## config.mk

```make
export PLATFORM = sky130hd
export DESIGN_NAME = timer_counter_flat
export DESIGN_NICKNAME = d
export VERILOG_FILES = /design/src/rtl/timer_counter_pkg.sv /design/src/rtl/timer_counter_if.sv /design/src/rtl/timer_counter.sv /design/src/flat_wrapper.sv
export SDC_FILE = /design/constraint.sdc
export NUM_CORES = 1
export LEC_CHECK = 0
export CAP_MARGIN = 20
export CORE_ASPECT_RATIO = 1.4
export CORE_MARGIN = 2
export CORE_UTILIZATION = 51
export DETAILED_ROUTE_END_ITERATION = 8
export PLACE_DENSITY = 0.81
export SKIP_LAST_GASP = 1
export SYNTH_ARGS = -nofsm -noshare
export SYNTH_HDL_FRONTEND = slang
export SYNTH_SLANG_ARGS = --single-unit
```

## constraint.sdc

```tcl
create_clock -name clk -period 3.1 [get_ports clk]
set_input_delay 0.465 -clock clk [delete_from_list [all_inputs] [get_ports clk]]
set_output_delay 0.465 -clock clk [all_outputs]
set_load 0.005 [all_outputs]
```

## src/rtl/timer_counter_pkg.sv

```systemverilog
// Shared definitions for the memory-mapped countdown timer: register offsets,
// CTRL field layout, mode codes and FSM state encoding.
package timer_counter_pkg;

    // Register select codes (ADDR[3:2])
    localparam logic [1:0] TC_CTRL   = 2'd0;
    localparam logic [1:0] TC_PRESET = 2'd1;
    localparam logic [1:0] TC_COUNT  = 2'd2;
    localparam logic [1:0] TC_RSVD   = 2'd3;

    // CTRL bit positions
    localparam int TC_EN_BIT   = 0;
    localparam int TC_MODE_LSB = 1;
    localparam int TC_MODE_MSB = 2;
    localparam int TC_IM_BIT   = 3;

    // Mode codes; 10/11 fall back to one-shot behaviour
    localparam logic [1:0] TC_MODE_ONESHOT = 2'b00;
    localparam logic [1:0] TC_MODE_RELOAD  = 2'b01;

    typedef enum logic [1:0] {
        TC_IDLE = 2'd0,
        TC_LOAD = 2'd1,
        TC_CNT  = 2'd2,
        TC_INT  = 2'd3
    } tc_state_e;

    // Packed so that the field order matches the CTRL bit positions above
    typedef struct packed {
        logic       im;
        logic [1:0] mode;
        logic       en;
    } tc_ctrl_t;

    // Only the exact reload code reloads; every other code is one-shot
    function automatic logic tc_is_reload(input tc_ctrl_t c);
        return (c.mode == TC_MODE_RELOAD);
    endfunction

endpackage

```

## src/rtl/timer_counter_if.sv

```systemverilog
// Data-memory-side bus between the CPU M stage (master) and the timer (slave).
interface timer_counter_if;
    logic [31:0] ADDR;
    logic        write_enable;
    logic [31:0] write_data;
    logic [31:0] read_data;
    logic        IRQ;

    modport master (
        output ADDR, write_enable, write_data,
        input  read_data, IRQ
    );

    modport slave (
        input  ADDR, write_enable, write_data,
        output read_data, IRQ
    );
endinterface

```

## src/rtl/timer_counter.sv

```systemverilog
// Memory-mapped countdown timer with one-shot and auto-reload modes.
// Decodes its own 16-byte window; reads are combinational with no bypass
// of a same-cycle write, and the interrupt request is a masked flag.
module timer_counter
    import timer_counter_pkg::*;
#(
    parameter logic [31:0] BASE_ADDR = 32'h0000_7F00
) (
    input  logic            clk,
    input  logic            reset,
    timer_counter_if.slave  bus
);

    tc_ctrl_t    ctrl;
    logic [31:0] preset;
    logic [31:0] count;
    tc_state_e   state;
    logic        irq_flag;

    logic        hit;
    logic [1:0]  sel;
    logic        wr_ctrl;
    logic        wr_preset;
    logic [31:0] rdata;

    assign hit       = (bus.ADDR[31:4] == BASE_ADDR[31:4]);
    assign sel       = bus.ADDR[3:2];
    assign wr_ctrl   = bus.write_enable && hit && (sel == TC_CTRL);
    assign wr_preset = bus.write_enable && hit && (sel == TC_PRESET);

    // Register file, FSM and interrupt flag. CPU writes are applied first so
    // that the FSM's later assignments only override them where intended.
    always_ff @(posedge clk) begin
        if (reset) begin
            ctrl     <= '0;
            preset   <= '0;
            count    <= '0;
            state    <= TC_IDLE;
            irq_flag <= 1'b0;
        end else begin
            if (wr_ctrl)
                ctrl <= tc_ctrl_t'(bus.write_data[TC_IM_BIT:TC_EN_BIT]);
            if (wr_preset)
                preset <= bus.write_data;
            // Any CPU write to CTRL or PRESET acknowledges a pending interrupt
            if (wr_ctrl || wr_preset)
                irq_flag <= 1'b0;

            unique case (state)
                TC_IDLE: begin
                    if (ctrl.en)
                        state <= TC_LOAD;
                end
                TC_LOAD: begin
                    // Uses the PRESET held before this edge
                    count <= preset;
                    state <= TC_CNT;
                end
                TC_CNT: begin
                    if (!ctrl.en) begin
                        state <= TC_IDLE;
                    end else if (count == 32'd0) begin
                        state    <= TC_INT;
                        irq_flag <= 1'b1;
                    end else begin
                        count <= count - 32'd1;
                    end
                end
                TC_INT: begin
                    state <= TC_IDLE;
                    if (tc_is_reload(ctrl)) begin
                        // Reload mode: one-cycle pulse, EN stays set
                        irq_flag <= 1'b0;
                    end else if (!wr_ctrl) begin
                        // One-shot: a same-edge CPU write to CTRL wins
                        ctrl.en <= 1'b0;
                    end
                end
                default: state <= TC_IDLE;
            endcase
        end
    end

    // Combinational read of the selected register; zero outside the window
    always_comb begin
        rdata = 32'd0;
        if (hit) begin
            unique case (sel)
                TC_CTRL:   rdata = {28'd0, ctrl};
                TC_PRESET: rdata = preset;
                TC_COUNT:  rdata = count;
                TC_RSVD:   rdata = 32'd0;
                default:   rdata = 32'd0;
            endcase
        end
    end

    assign bus.read_data = rdata;
    assign bus.IRQ       = irq_flag & ctrl.im;

endmodule

```

## src/flat_wrapper.sv

```systemverilog
// flat-port wrapper written by rule: the top's interface ports become plain ports
module timer_counter_flat import timer_counter_pkg::*;
#(
    parameter logic [31:0] BASE_ADDR = 32'h0000_7F00
)
  (clk, reset, bus_ADDR, bus_write_enable, bus_write_data, bus_read_data, bus_IRQ);
  timer_counter_if bus_i ();
  input  logic clk;
  input  logic reset;
  input wire logic [$bits(bus_i.ADDR)-1:0] bus_ADDR;
  input wire logic [$bits(bus_i.write_enable)-1:0] bus_write_enable;
  input wire logic [$bits(bus_i.write_data)-1:0] bus_write_data;
  output wire logic [$bits(bus_i.read_data)-1:0] bus_read_data;
  output wire logic [$bits(bus_i.IRQ)-1:0] bus_IRQ;
  assign bus_i.ADDR = bus_ADDR;
  assign bus_i.write_enable = bus_write_enable;
  assign bus_i.write_data = bus_write_data;
  assign bus_read_data = bus_i.read_data;
  assign bus_IRQ = bus_i.IRQ;
  timer_counter #(.BASE_ADDR(BASE_ADDR)) u_core (.clk(clk), .reset(reset), .bus(bus_i));
endmodule
```

metal_stack.png
Bar = 20 um. Two of the layers only.
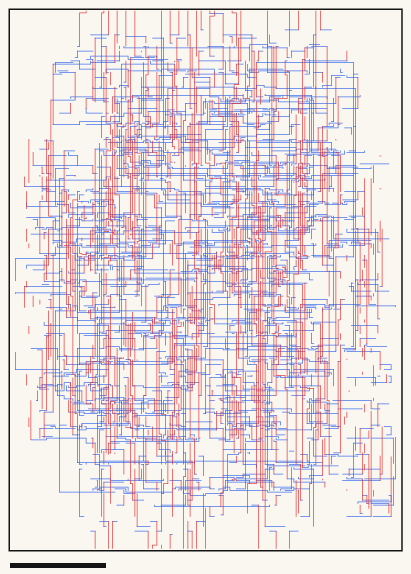
Key: blue = met1 [wire length 4820 um]; red = met2 [wire length 6140 um]

cell_classes.png
Bar = 20 um.
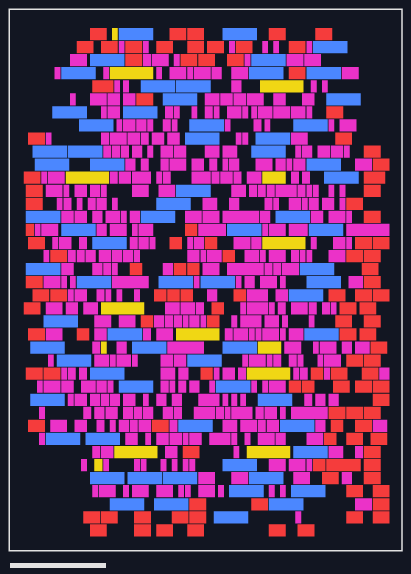
Key: magenta = all other logic [cells 410]; blue = flip-flops [cells 71]; red = other buffers and delay cells [cells 120]; yellow = clock drivers and dummy loads [cells 14]

clock_map.png
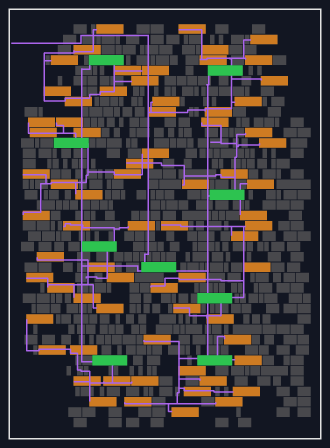
Key: orange = flip-flops [count 71]; purple = clock wires [length 999 um]; green = cells driving clock nets [count 9]
Position of the flops: widely spread. There are 10 routed clock nets.

pdn.png
Bar = 20 um. Pins as bars on the die edge. Tap cells in grey.
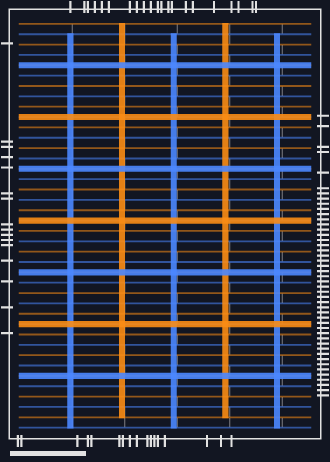
Key: blue = VSS; orange = VDD
100 signal pins sit on the boundary. 40 met1 rails follow the rows. 5 straps on met4. 7 straps on met5. 102 tap cells.

==> flow_summary_export.csv <==
group,metric,value,unit
timing,finalCritPeriodShare,96.33,%
final_layout,fin_nets,685,
placed_design,gp_congestion,0.8995,
drt,ant_nets,0,
power_and_ir_drop,p_int,1751,uW
clock_network,clk_pin_slew,60,ps
power_and_ir_drop,switching_power,773.6,uW
drt,vias,4446,
floorplan,ios,100,
power_and_ir_drop,p_per_area,447.9,nW/um^2
logic_synthesis,ys_types,61,
drt,first_pass_iters,6,
grt,grt_pass1_vias,4217,
timing,fin_worst_skew,5.892,ps
placed_design,hpwl,8.579,mm
worst_setup_path,crit_required,2630,ps
logic_synthesis,synthCells,527,
grt,grt.met1_usage,30.75,%
final_layout,post-route-util,69.18,%
logic_synthesis,synth_seq_share,33.18,%
worst_setup_path,critPathTopFamily,"buffers and inverters",
grt,overflow,0,
grt,grt_max_degree,56,
grt,grt-busiest-layer,"met2",
final_layout,mostFrequentLayoutCells,"95 x nor2_1, 94 x clkdlybuf4s50_1, 71 x dfxtp_1",
grt,grt_use_total,27.02,%
worst_setup_path,path_buffers,3,
logic_synthesis,synth_flops,71,
worst_setup_path,crit_path_end_kind,"output pin",
logic_synthesis,yosysWarnings,0,
floorplan,die_x,81.46,um
floorplan,die_h,112.4,um
status,status,"complete, no violations",
flow_run,warning_count,32,
power_and_ir_drop,peakVddDrop,0.3506,mV
logic_synthesis,syn_area_per_cell,8.129,sq um
timing,setup_viol,0,
timing,finalHoldViolations,0,
clock_network,cts_made_buffers,9,
power_and_ir_drop,switching_share,30.64,%
drt,first_iter_violations,353,
placed_design,dpl_cell_area,5345,sq um
clock_network,holdBufCountCts,0,
flow_run,max_cap_viol_count,0,
floorplan,core.rowCount,39,
final_layout,area_delta_synth_final,31.60,%
logic_synthesis,largest_area_cell,"dfxtp_1",
logic_synthesis,yosysTopAreaCellShare,33.18,%
logic_synthesis,syn-cell-area,4284,sq um
final_layout,drive_gt1_share,8.943,%
final_layout,antenna_cells,0,
logic_synthesis,edf_count,0,
timing,slew_viol_final,0,
worst_setup_path,arrival,2520,ps
timing,fin_ws,113.7,ps
drt,wl_per_cell,17.07,um
grt,met2_usage,45.79,%
logic_synthesis,async_flop_share,0,%
power_and_ir_drop,power.leakage,0.001909,uW
power_and_ir_drop,sequentialPowerShare,37.5,%
clock_network,cts.path.max_buffers,2,
## what timing repair did
item                                    4_1_cts  5_1_grt
endpoints found under the setup margin       32       32
gates resized                                 2        5
setup buffers                                 0        0
endpoints found under the hold margin         0        0
pin swaps                                     0        1
## synth_stat cells (all sizes together) (5+ instances only)
cell type and number:
ha 6, nor3 11, mux2i 42, nand2b 5
a21oi 26, nand4 8, a21o 8, nand3 13
clkbuf 29, nor2b 7, a22oi 29, inv 12
a31oi 9, nor4 15, nor2 97, o21ai 15
dfxtp 71, a32o 13, a22o 5, o32ai 7
or4 5, nand2 31, buf 17
## registers in the layout, summed over array words and instances, names as in the netlist
name             count
u_core.count        32
u_core.irq_flag      1
u_core.ctrl          4
u_core.state         2
u_core.preset       32
## power groups by stage
stage,Combinational (uW),Clock [uW],Sequential (uW)
finish,625,952,947
global route,670,995,949
CTS,616,957,946
detailed placement,609,0,966
global placement,592,0,964
floorplan,443,0,960
## stage by stage
| stage | std cells | TNS, ps | hold WS [ps] |
|---|---|---|---|
| global route | 717 | 0 | 410.8 |
| floorplan | 527 | 0 | 457.8 |
| CTS | 717 | 0 | 388.2 |
| finish | 717 | 0 | 393.0 |
| global placement | 703 | 0 | 477.0 |
| detailed placement | 703 | -1249 | 504.0 |
## worst register-to-register path, stage by stage, from the launching register on
cell	delay (ps)
dfxtp_1	360
inv_1	100
ha_1	150
or4b_2	620
nor4_4	200
a31oi_1	290
buf_4	270
a211o_1	260
o211a_1	120
## layer usage
layer  vias up  part of all wire [%]
met5         -                     0
met4         0                   3.5
met3        31                   7.0
met2       197                    50
met1      2106                    39
li1       2112                     -
## layout make-up
class | instances | area, sq um
timing repair buffer | 120 | 1156
tap | 102 | 127.6
multi-input combinational | 397 | 2619
sequential | 71 | 1421
inverter | 13 | 48.80
clock buffer | 13 | 260.3
clock inverter | 1 | 5.005
fill | 636 | 2511
## cells by family after synthesis
kind of cell | after synthesis | share of synthesized area, %
multiplexers | 43 | 10.08
AND-OR/OR-AND | 131 | 21.93
AND/OR/NAND/NOR | 217 | 26.58
adder cells (fa/ha/maj) | 6 | 1.752
buffers and inverters | 59 | 6.483
flip-flops | 71 | 33.18
## final timing paths
path | cells after the start | endpoint | start | slack, ps
worst max-delay path | 7 | bus_read_data[1] | bus_ADDR[12] | 110
worst min-delay path | 2 | u_core.preset[4] | reset | 390
worst max register to register | 8 | u_core.count[7] | u_core.count[1] | 620
worst min register to register | 2 | u_core.irq_flag | u_core.irq_flag | 520
Power is estimated from default activity; no workload was simulated.
